$ cat src/rtl/db_tick.sv
// db_tick: switch debouncer with a 2-flop synchronizer, a four-state
// wait/confirm FSM and one-cycle rise/fall ticks on accepted level changes.
module db_tick #(
  parameter int DB_TICKS = 500000,
  parameter int CNT_W    = 19
) (
  input  logic clk,
  input  logic reset,
  input  logic sw,
  output logic db_level,
  output logic tick_rise,
  output logic tick_fall
);

  // Encoding chosen so bit 1 is the debounced level (ONE and WAIT0 both read 1).
  localparam logic [1:0] ZERO  = 2'b00;
  localparam logic [1:0] WAIT1 = 2'b01;
  localparam logic [1:0] ONE   = 2'b10;
  localparam logic [1:0] WAIT0 = 2'b11;

  localparam logic [CNT_W-1:0] CNT_LOAD = CNT_W'(DB_TICKS - 1);

  logic [1:0]       sync_reg;
  logic             sw_s;
  logic [1:0]       state_reg;
  logic [1:0]       state_next;
  logic [CNT_W-1:0] cnt_reg;
  logic [CNT_W-1:0] cnt_next;
  logic             rise_next;
  logic             fall_next;
  logic             rise_reg;
  logic             fall_reg;

  // Two-flop synchronizer for the asynchronous switch input.
  always_ff @(posedge clk or negedge reset) begin
    if (!reset) begin
      sync_reg <= 2'b00;
    end else begin
      sync_reg <= {sync_reg[0], sw};
    end
  end

  assign sw_s = sync_reg[1];

  // Next-state, counter and tick decode; a reversal during a wait aborts it.
  always_comb begin
    state_next = state_reg;
    cnt_next   = cnt_reg;
    rise_next  = 1'b0;
    fall_next  = 1'b0;
    case (state_reg)
      ZERO: begin
        if (sw_s) begin
          state_next = WAIT1;
          cnt_next   = CNT_LOAD;
        end
      end
      WAIT1: begin
        if (!sw_s) begin
          state_next = ZERO;
        end else if (cnt_reg == '0) begin
          state_next = ONE;
          rise_next  = 1'b1;
        end else begin
          cnt_next = cnt_reg - 1'b1;
        end
      end
      ONE: begin
        if (!sw_s) begin
          state_next = WAIT0;
          cnt_next   = CNT_LOAD;
        end
      end
      WAIT0: begin
        if (sw_s) begin
          state_next = ONE;
        end else if (cnt_reg == '0) begin
          state_next = ZERO;
          fall_next  = 1'b1;
        end else begin
          cnt_next = cnt_reg - 1'b1;
        end
      end
      default: begin
        state_next = ZERO;
        cnt_next   = '0;
      end
    endcase
  end

  // State, counter and tick registers; ticks line up with the level change.
  always_ff @(posedge clk or negedge reset) begin
    if (!reset) begin
      state_reg <= ZERO;
      cnt_reg   <= '0;
      rise_reg  <= 1'b0;
      fall_reg  <= 1'b0;
    end else begin
      state_reg <= state_next;
      cnt_reg   <= cnt_next;
      rise_reg  <= rise_next;
      fall_reg  <= fall_next;
    end
  end

  assign db_level  = state_reg[1];
  assign tick_rise = rise_reg;
  assign tick_fall = fall_reg;

endmodule
$ cat config.mk
export PLATFORM = sky130hd
export DESIGN_NAME = db_tick
export DESIGN_NICKNAME = d
export VERILOG_FILES = /design/src/rtl/db_tick.sv
export SDC_FILE = /design/constraint.sdc
export NUM_CORES = 1
export LEC_CHECK = 0
export ABC_AREA = 1
export CORE_MARGIN = 1
export CORE_UTILIZATION = 38
export CTS_CLUSTER_DIAMETER = 150
export CTS_CLUSTER_SIZE = 30
export DETAILED_ROUTE_END_ITERATION = 10
export HOLD_SLACK_MARGIN = 0.12
export PLACE_DENSITY = 0.61
export SKIP_LAST_GASP = 1
export SLEW_MARGIN = 10
export SYNTH_ARGS = -nofsm -noshare
export SYNTH_HDL_FRONTEND = slang
export SYNTH_SLANG_ARGS = --single-unit
$ cat constraint.sdc
create_clock -name clk -period 1.54 [get_ports clk]
set_clock_uncertainty 0.1 [all_clocks]
set_input_delay 0.308 -clock clk [delete_from_list [all_inputs] [get_ports clk]]
set_output_delay 0.308 -clock clk [all_outputs]
set_load 0.01 [all_outputs]
==> run notes <==
The full implementation flow was run.

Summed over all layers, the routed wires come to ~3.5 mm. The wire length on met1 stands at 1.74 mm. The buffer depth of the longest clock path stands at 2.

The worst register-to-register path has a setup slack of -0.03 ns. The biggest area contributor in the post-synthesis netlist is sky130_fd_sc_hd__dfrtp_1. The detailed router reports a met3 wire length of between 90 and 100 µm. The cell sequence reported for the critical path is inv_2, ha_4, nand2_4, nor2_8, nand3_4, nand2_4, nand2_8, nand2_1, o21ai_2. The flip-flop count of the largest register after layout stands at 19.

Among all stages on the critical path, the largest delay is contributed by sky130_fd_sc_hd__dfrtp_1. The net count of the finished layout stands at 246. The tally of max-capacitance violations stands at 0. Hold repair after CTS inserted 0 buffers. Per the final report, max-transition violations number 0.

By area the synthesized netlist is led by sky130_fd_sc_hd__dfrtp_1 41%, sky130_fd_sc_hd__nand2_1 14%, sky130_fd_sc_hd__nand3_1 8.1%. The routability congestion estimate stands at 0.796. The critical path is of the reg2reg type. The peak fanout along the critical path stands at 14.

The number of hold violations in the final report stands at 0. In this run the remaining antenna-violating nets after routing total 0. Counting every instance in the synthesized netlist gives between 150 and 200. The largest net degree at the start of global routing stands at 26. In the Yosys report the total cell count is 196. By count the netlist is led by 56 x sky130_fd_sc_hd__nand2_1, 25 x sky130_fd_sc_hd__dfrtp_1, 25 x sky130_fd_sc_hd__nand3_1, 25 x sky130_fd_sc_hd__nor2_1, 18 x sky130_fd_sc_hd__inv_1. The leakage power in the latest report is 0.00103 µW. The buffering stage count on the worst path with inverters included stands at 1. The chip area stands at approximately 0.0043 mm². For reference, the post-synthesis area per instance comes to between 7 and 8 µm². In the global route stage, overall resource usage came out at 19.1%.

The worst slew margin relative to its limit stands at 81.9%. Looking at the max-slew report, the worst-margin pin has a slew of 0.271 ns. Signal routing reaches up to met4. Per the detail_route report, DRC violations left total 0. The number of flops mapped to enable cells by yosys stands at 0. After global routing the overflow that remains totals 0. The number of antenna violations at the first check in global routing is 0. The flow ran to the end, but the final reports show violations. The checks that failed: setup timing. The time the worst path needs with I/O delays and setup stands at 1.57 ns.

The hold slack stands at 0.254 ns. The total of fill cells in the finished design stands at 343. Synthesis inferred 25 register bits. The post-route worst setup slack stands at -0.0252 ns.

The synthesized netlist contains 27 unique library cells. From the final report, the count of setup violators was given as 11. The post-synthesis chip area from yosys stands at 0.00154 mm². Detailed routing inserted a total of 1323 vias. The wire length of the first global-routing pass stands at between 6 and 7 mm. In this build the clock could be raised as far as around 640 MHz. The height of the die stands at 65.6 µm. Looking at the gate-level netlist, the highest instance count belongs to sky130_fd_sc_hd__nand2_1.
## logic make-up after synthesis
family                     share of synthesized area, %
adders and majority gates                         0.815
buffers and inverters                              7.25
DFF                                                40.7
AOI/OAI and AO/OA                                  6.03
and+or+nand+nor                                    42.4
xor gates and xnor gates                           2.77
## metal layers
layer,global-route usage (%),vias to the layer above
met1,26.9,592
met5,0,-
li1,-,707
met2,30.4,18
met3,2.43,6
met4,5.71,0
## through the flow
| step | area [µm²] | setup TNS (ns) | worst slack, ns | cells |
|---|---|---|---|---|
| final | 2050 | -0.115 | -0.0252 | 289 |
| after global routing | 2050 | -1.46 | -0.0969 | 289 |
| after CTS | 1960 | -0.0299 | -0.0153 | 285 |
| after detailed placement | 1850 | -0.230 | -0.0420 | 276 |
| after global placement | 1850 | -0.422 | -0.0579 | 276 |
| after floorplan | 1550 | 0 | 0.00480 | 196 |
## placed cells by master (no fill, tap or decap), drive strengths merged, types with 2 or more instances in the layout
cell type       n
buf            39
clkbuf          4
clkdlybuf4s50   2
dfrtp          25
dlygate4sd2     3
inv            18
nand2          68
nand3          26
nor2           28
nor3            2
o21ai          14
or2             3
xnor2           2
xor2            2
## power by group
group | switching, µW | internal [µW] | leakage (µW) | total [µW]
Sequential | 103 | 755 | 0.000311 | 859
Clock | 219 | 185 | 0.0000228 | 404
Combinational | 548 | 480 | 0.000693 | 1030
Total | 870 | 1420 | 0.00103 | 2290
## final cells by class
| cell class | count | area share, % |
|---|---|---|
| multi-input combinational | 150 | 43.2 |
| sequential | 25 | 30.5 |
| timing repair buffer | 44 | 17.7 |
| inverter | 18 | 3.41 |
| tap | 48 | 2.93 |
| clock buffer | 4 | 2.20 |
## path summary, 6_finish.rpt
| path | startpoint | end | depth (start not counted) |
|---|---|---|---|
| worst min register to register | sync_reg[0] | sync_reg[1] | 0 |
| worst min-delay path | sync_reg[0] | sync_reg[1] | 0 |
| max in group asynchronous | reset | async pin | 2 |
| worst max-delay path | cnt_reg[0] | cnt_reg[16] | 9 |
| min in group asynchronous | reset | cnt_reg[8] | 2 |
| worst max register to register | cnt_reg[0] | cnt_reg[16] | 9 |
## repair_timing
item,CTS,global route
setup buffers,5,4
pin swaps,4,5
gates resized,11,21
setup endpoints to repair,24,22
## worst reg2reg max path, stage by stage, from the launching register on
cell and delay [ns]:
sky130_fd_sc_hd__dfrtp_1 0.41, sky130_fd_sc_hd__inv_2 0.08, sky130_fd_sc_hd__ha_4 0.14, sky130_fd_sc_hd__nand2_4 0.07, sky130_fd_sc_hd__nor2_8 0.17, sky130_fd_sc_hd__nand3_4 0.09
sky130_fd_sc_hd__nand2_4 0.12, sky130_fd_sc_hd__nand2_8 0.11, sky130_fd_sc_hd__nand2_1 0.11, sky130_fd_sc_hd__o21ai_2 0.05
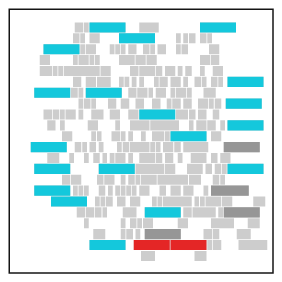
Fig. 1. Sequential cells grouped by signal name.
Drawn at 4 px/µm. Other sequential cells in the stronger grey, the rest of the logic in the fainter grey.
[sync_reg] red | placed flops: 2
[cnt_reg] cyan | placed flops: 19 | where: widely spread
not coloured: 4
final core utilization: 54.4%
sequential power: 859 µW
Sequential Area: 627 µm²

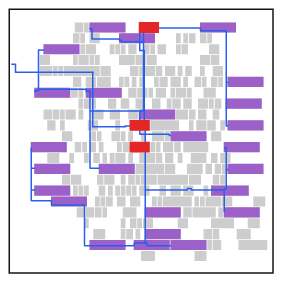
Fig. 2. Clock wires, drivers and flops.
Drawn at 4 px/µm.
[flip-flops] purple | count: 25
[clock wires] blue | length: 365 µm
[clock drivers] red | count: 3
routed clock nets: 4
flops lie: widely spread
clk latency late pin: 0.27 ns
clock share of power: 17.6%
clock-net power: 404 µW

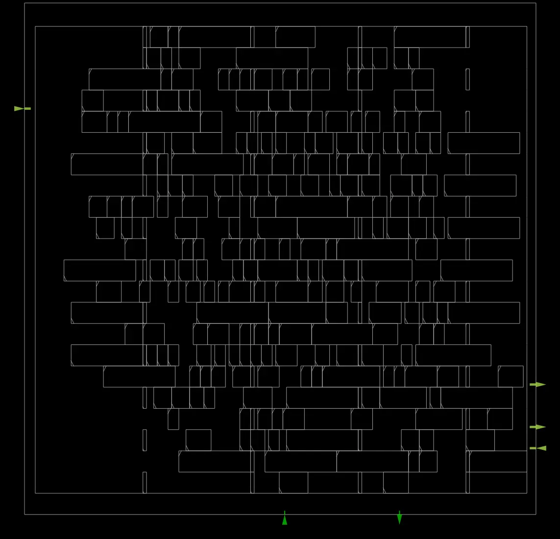
Fig. 3. Cell placement.
Seq cells: 25
area of the core: 0.00377 mm²
standard-cell row count: 22

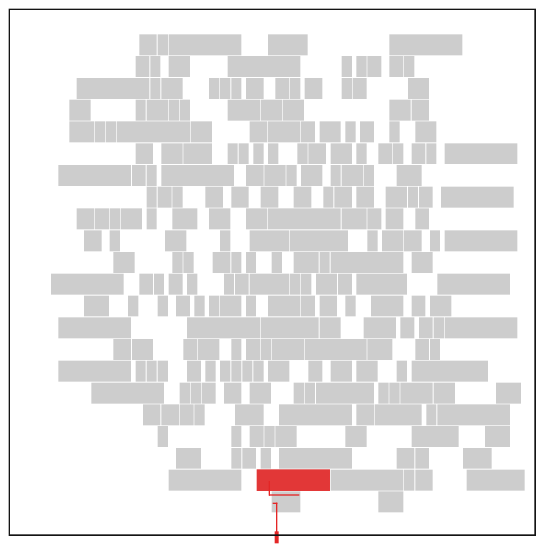
Fig. 4. Wires at chosen ports, followed through buffers.
Drawn at 8 px/µm.
[sw] red | bits: 1 | direction: input | end cells: 1 | buffers: 1 | wire: 9.40 µm
count of input and output buffers: 5
count of pins on the block boundary: 6

Power and IR drop assume default switching activity.
